[config.mk]
export PLATFORM = sky130hd
export DESIGN_NAME = instr_fetch_stage
export DESIGN_NICKNAME = d
export VERILOG_FILES = /design/src/rtl/instr_fetch_stage_pkg.sv /design/src/rtl/instr_fetch_stage_fetch_hold_buf.sv /design/src/rtl/instr_fetch_stage.sv
export SDC_FILE = /design/constraint.sdc
export NUM_CORES = 1
export LEC_CHECK = 0
export CAP_MARGIN = 20
export CORE_MARGIN = 2
export CORE_UTILIZATION = 35
export DETAILED_ROUTE_END_ITERATION = 8
export PLACE_DENSITY = 0.64
export RECOVER_POWER = 25
export SETUP_SLACK_MARGIN = 0.05
export SLEW_MARGIN = 20
export SYNTH_ARGS = -nofsm -noshare
export SYNTH_HDL_FRONTEND = slang
export SYNTH_SLANG_ARGS = --single-unit
[constraint.sdc]
create_clock -name clk -period 2.05 [get_ports clk]
set_clock_uncertainty 0.1 [all_clocks]
set_input_delay 0.41 -clock clk [delete_from_list [all_inputs] [get_ports clk]]
set_output_delay 0.41 -clock clk [all_outputs]
set_load 0.02 [all_outputs]
[src/rtl/instr_fetch_stage_pkg.sv]
// Shared opcode constants, NOP encoding and fetch FSM state encoding.
// Imported by the fetch stage and the decode/control unit.
package instr_fetch_stage_pkg;

    localparam logic [1:0] OP_LI  = 2'b00;
    localparam logic [1:0] OP_SLL = 2'b01;
    localparam logic [1:0] OP_NOP = 2'b10;
    localparam logic [1:0] OP_J   = 2'b11;

    // NOP at the default 8-bit instruction width; wider cores build it from OP_NOP
    localparam logic [7:0] NOP_INSTR = {OP_NOP, 6'b0};

    typedef enum logic [1:0] {
        ST_BOOT  = 2'd0,
        ST_FETCH = 2'd1,
        ST_HOLD  = 2'd2,
        ST_DRAIN = 2'd3
    } fetch_state_t;

endpackage

[src/rtl/instr_fetch_stage_fetch_hold_buf.sv]
// Single-entry {instr, pc} park slot for a fetch that returned while decode stalled.
// Loads/clears on the clock edge; load wins over clear; full marks a parked entry.
module fetch_hold_buf #(
    parameter int INSTR_W = 8,
    parameter int PC_W    = 6
) (
    input  logic               clk,
    input  logic               rst,
    input  logic               load,
    input  logic               clear,
    input  logic [INSTR_W-1:0] load_instr,
    input  logic [PC_W-1:0]    load_pc,
    output logic [INSTR_W-1:0] buf_instr,
    output logic [PC_W-1:0]    buf_pc,
    output logic               full
);

    always_ff @(posedge clk or posedge rst) begin
        if (rst) begin
            full      <= 1'b0;
            buf_instr <= '0;
            buf_pc    <= '0;
        end else if (load) begin
            full      <= 1'b1;
            buf_instr <= load_instr;
            buf_pc    <= load_pc;
        end else if (clear) begin
            full      <= 1'b0;
        end
    end

endmodule

[src/rtl/instr_fetch_stage.sv]
// Fetch stage: PC, imem req/ready handshake, IF/ID register; 1 instr/cycle on zero-wait memory.
// Stall parks a returned fetch in the hold buffer; jump squashes wrong-path fetches.
module instr_fetch_stage
    import instr_fetch_stage_pkg::*;
#(
    parameter int INSTR_W = 8,
    parameter int PC_W    = 6
) (
    input  logic               clk,
    input  logic               rst,
    input  logic               stall,
    input  logic               jump_en,
    input  logic [PC_W-1:0]    jump_target,
    output logic               imem_req,
    output logic [PC_W-1:0]    imem_addr,
    input  logic [INSTR_W-1:0] imem_rdata,
    input  logic               imem_ready,
    output logic [INSTR_W-1:0] if_instr,
    output logic [PC_W-1:0]    if_pc,
    output logic               if_valid
);

    localparam logic [INSTR_W-1:0] NOP_WORD = {OP_NOP, {(INSTR_W-2){1'b0}}};

    fetch_state_t       state;
    logic [PC_W-1:0]    pc;
    logic [PC_W-1:0]    pc_inc;
    logic [PC_W-1:0]    drain_addr;
    logic               buf_load;
    logic               buf_clear;
    logic               buf_full;
    logic [INSTR_W-1:0] buf_instr;
    logic [PC_W-1:0]    buf_pc;

    assign pc_inc    = pc + PC_W'(1);
    assign buf_load  = (state == ST_FETCH) && !jump_en && imem_ready && stall;
    assign buf_clear = (state == ST_HOLD) && (jump_en || !stall);

    fetch_hold_buf #(
        .INSTR_W (INSTR_W),
        .PC_W    (PC_W)
    ) u_hold_buf (
        .clk        (clk),
        .rst        (rst),
        .load       (buf_load),
        .clear      (buf_clear),
        .load_instr (imem_rdata),
        .load_pc    (pc),
        .buf_instr  (buf_instr),
        .buf_pc     (buf_pc),
        .full       (buf_full)
    );

    always_ff @(posedge clk or posedge rst) begin
        if (rst) begin
            state      <= ST_BOOT;
            pc         <= '0;
            drain_addr <= '0;
            imem_req   <= 1'b0;
            imem_addr  <= '0;
            if_instr   <= NOP_WORD;
            if_pc      <= '0;
            if_valid   <= 1'b0;
        end else begin
            case (state)
                ST_BOOT: begin
                    state     <= ST_FETCH;
                    imem_req  <= 1'b1;
                    imem_addr <= pc;
                end

                ST_FETCH: begin
                    if (jump_en) begin
                        pc       <= jump_target;
                        if_instr <= NOP_WORD;
                        if_valid <= 1'b0;
                        if (imem_ready) begin
                            imem_addr <= jump_target;
                        end else begin
                            // request already on the bus must finish at its old address
                            drain_addr <= pc;
                            state      <= ST_DRAIN;
                        end
                    end else if (imem_ready) begin
                        pc        <= pc_inc;
                        imem_addr <= pc_inc;
                        if (stall) begin
                            state    <= ST_HOLD;
                            imem_req <= 1'b0;
                        end else begin
                            if_instr <= imem_rdata;
                            if_pc    <= pc;
                            if_valid <= 1'b1;
                        end
                    end else if (!stall) begin
                        if_instr <= NOP_WORD;
                        if_valid <= 1'b0;
                    end
                end

                ST_HOLD: begin
                    if (jump_en) begin
                        pc        <= jump_target;
                        if_instr  <= NOP_WORD;
                        if_valid  <= 1'b0;
                        state     <= ST_FETCH;
                        imem_req  <= 1'b1;
                        imem_addr <= jump_target;
                    end else if (!stall) begin
                        if_instr  <= buf_instr;
                        if_pc     <= buf_pc;
                        if_valid  <= buf_full;
                        state     <= ST_FETCH;
                        imem_req  <= 1'b1;
                        imem_addr <= pc;
                    end
                end

                ST_DRAIN: begin
                    if (jump_en) begin
                        pc <= jump_target;
                    end
                    if (imem_ready) begin
                        state     <= ST_FETCH;
                        imem_addr <= jump_en ? jump_target : pc;
                    end else begin
                        imem_addr <= drain_addr;
                    end
                end

                default: begin
                    state    <= ST_BOOT;
                    imem_req <= 1'b0;
                end
            endcase
        end
    end

endmodule

==> summary.rpt <==
RUN METRICS
----------------------------------------------------
[Hold path]
  Class of the worst hold path ........................ register to register

[CTS]
  Deepest clock path buffer count ........................ 2
  # clock sinks ........................ 51
  Number of buffers added for setup after CTS ........................ 0
  Clock tree from TritonCTS ........................ built

[Die]
  IO Pins ........................ 41
  Number of rows created at floorplan ........................ 32
  Total die size ........................ 8862 um2

[Power and ir drop]
  Internal power ........................ 2.220 mW
  Fraction of power spent switching nets ........................ 33.42%
  Pwr Density ........................ 926.3 nW/um2
  Overall power consumption ........................ 3.333 mW
  Cell leakage power ........................ 1.503 nW
  Highest ir drop seen on vdd ........................ 348.4 uV

[Synth]
  YS chip area ........................ 2844 um2
  Cell count listed in synth_stat.txt ........................ 298
  Main flop type ........................ sky130_fd_sc_hd__dfrtp_1
  Synth area leader ........................ sky130_fd_sc_hd__dfrtp_1
  Cell area after synthesis ........................ 2844 um2
  Flip-flop and latch count after synthesis ........................ 51

[STA]
  Upper clock frequency limit ........................ 0.5476 GHz
  Worst slew margin relative to its limit ........................ 23.09%
  Final number of hold-violating endpoints ........................ 0

[Layout]
  Number of diodes ........................ 0
  Synthesis-to-finish area growth ........................ 26.53%

[Setup path]
  Crit-path max FO ........................ 2
  Total buffers and inverters traversed by the critical path ........................ 1
  Critical Path End Type ........................ output pin

[Place]
  Number of placed cells counting well taps ........................ 445
  Tally of buffers added on design ports ........................ 40
  Post-detailed-placement half-perimeter wirelength ........................ 4815 um

[Global route]
  Initial antenna violation count ........................ 0
  Remaining Overflow, GRT ........................ 0
  Overall Global Routing Usage ........................ 15.93%
  Number of global-route vias before repair ........................ 2298

[Run status]
  Outcome ........................ complete, no violations

[Routing]
  Overall via count from detail_route ........................ 2381
  Total length of routed wires ........................ 6687 um
  Count of nets left with antenna violations after detail routing ........................ 0

----------------------------------------------------
[power groups by stage]
stage               clock network, mW  logic, mW  registers (mW)
global placement                    0       1.10            1.52
floorplan                           0      0.604            1.58
detailed placement                  0       1.13            1.53
global route                    0.786       1.23            1.55
finish                          0.713       1.11            1.51
CTS                             0.741       1.13            1.51
[flip-flops by register name, summed over array words and instances (netlist names)]
register              cells
u_hold_buf.buf_instr      8
state                     2
drain_addr                6
imem_addr                 6
if_pc                     6
pc                        6
imem_req                  1
if_valid                  1
u_hold_buf.full           1
if_instr                  8
u_hold_buf.buf_pc         6
[stage by stage]
stage | util, % | instance area [um2]
global route | 46.09 | 3598
finish | 46.09 | 3598
floorplan | - | 2844
detailed placement | 44.81 | 3498
global placement | 44.81 | 3498
CTS | 46.25 | 3611
[layout make-up]
| type | instances | share of cell area [%] |
|---|---|---|
| clock buffer | 5 | 1.912 |
| sequential | 51 | 35.50 |
| tap | 102 | 3.547 |
| multi-input combinational | 214 | 38.70 |
| inverter | 6 | 0.6259 |
| timing repair buffer | 72 | 18.50 |
| clock inverter | 3 | 1.217 |
[path summary, 6_finish.rpt]
check,startpoint,to,slack [ns],depth (start not counted)
max,imem_addr[5],imem_addr[5],0.22,1
min,if_instr[7],if_instr[7],0.37,2
max reg2reg,pc[1],imem_addr[2],0.28,5
min reg2reg,if_instr[7],if_instr[7],0.37,2
max in group asynchronous,rst,drain_addr[2],0.34,3
min in group asynchronous,rst,u_hold_buf.buf_instr[6],0.81,3
[cells in the final DEF (no fill, tap or decap), types with 4 or more instances in the layout]
master	count
sky130_fd_sc_hd__buf_4	29
sky130_fd_sc_hd__mux2i_1	5
sky130_fd_sc_hd__nand2b_1	10
sky130_fd_sc_hd__o22ai_1	4
sky130_fd_sc_hd__nor2_1	23
sky130_fd_sc_hd__a31oi_1	6
sky130_fd_sc_hd__a21oi_1	18
sky130_fd_sc_hd__clkdlybuf4s50_1	38
sky130_fd_sc_hd__nand2_1	26
sky130_fd_sc_hd__o21ai_1	23
sky130_fd_sc_hd__a32oi_1	8
sky130_fd_sc_hd__nor2b_1	8
sky130_fd_sc_hd__dfrtp_1	50
sky130_fd_sc_hd__and3_1	4
sky130_fd_sc_hd__o21ai_0	9
sky130_fd_sc_hd__clkbuf_8	5
sky130_fd_sc_hd__inv_1	5
sky130_fd_sc_hd__mux2_1	20
[per-layer routing]
metal | routed length [um] | part of all wire, % | global-route usage [%] | vias to the layer above
met1 | 3317 | 50 | 22.87 | 1130
met5 | 0 | 0 | 0 | -
met3 | 282 | 4.2 | 2.648 | 10
met2 | 2999 | 45 | 24.52 | 50
li1 | - | - | - | 1191
met4 | 87 | 1.3 | 4.952 | 0
[cell families after synthesis]
kind of cell / synth area share, %
AND-OR/OR-AND: 21.25
XOR/XNOR: 0.3080
adder cells (fa/ha/maj): 0.4399
buffers and inverters: 6.115
flip-flops: 44.92
multiplexers: 10.07
AND/OR/NAND/NOR: 16.89
[what timing repair did]
action,in CTS,in global routing
setup endpoints to repair,0,1
gates resized,0,1
hold buffers,0,0
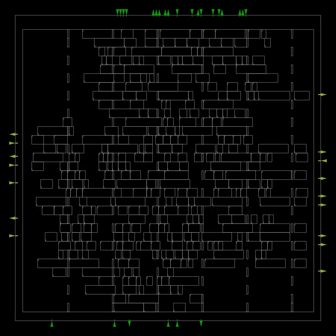
Fig. 1. Cell placement.
Tapcell Cnt: 102
placeable core region: 7807 um2
post-route non-filler standard cell count: 453
post-layout util: 46.09%
share of the final layout cell area in sequential cells: 35.50%

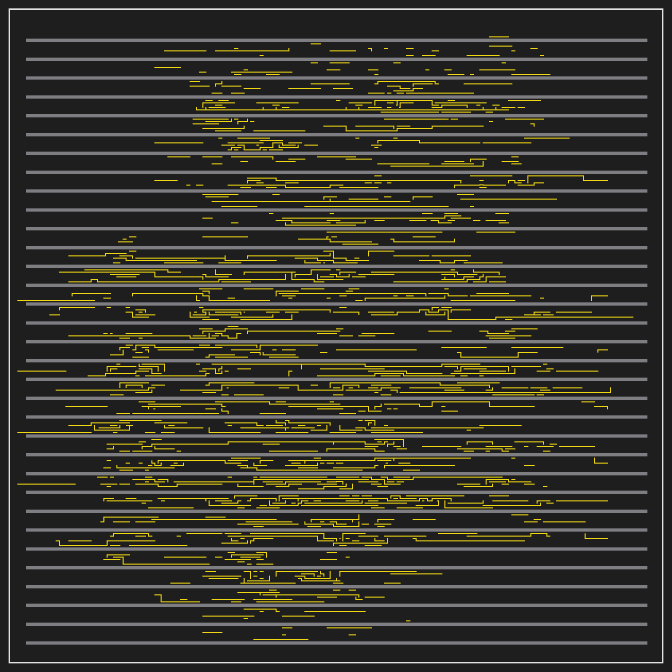
Fig. 2. M1 wires.
Supply wires on this layer in grey.
The layer holds 50% of the routed length. The wires run mostly horizontal. The layer carries 3320 um of wire. The longest straight run is 45.1 um. 338 nets have wire on it.

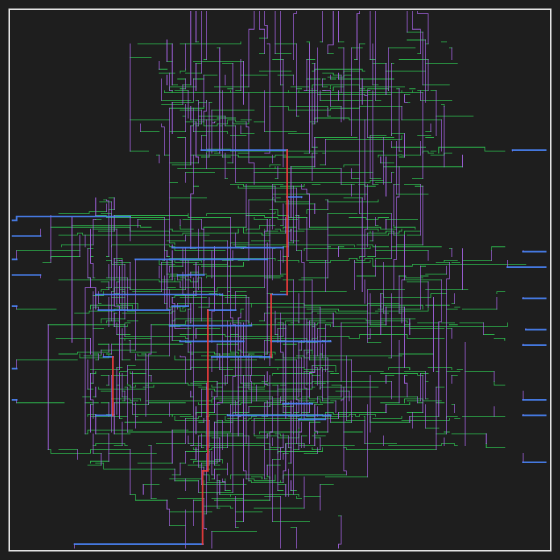
Fig. 3. Routed metal, one colour a layer.
Green shows M1, wire length 3320 um. Red shows M4, wire length 88.0 um. Purple shows M2, wire length 3000 um. Blue shows M3, wire length 283 um.

Power is estimated from default activity; no workload was simulated.
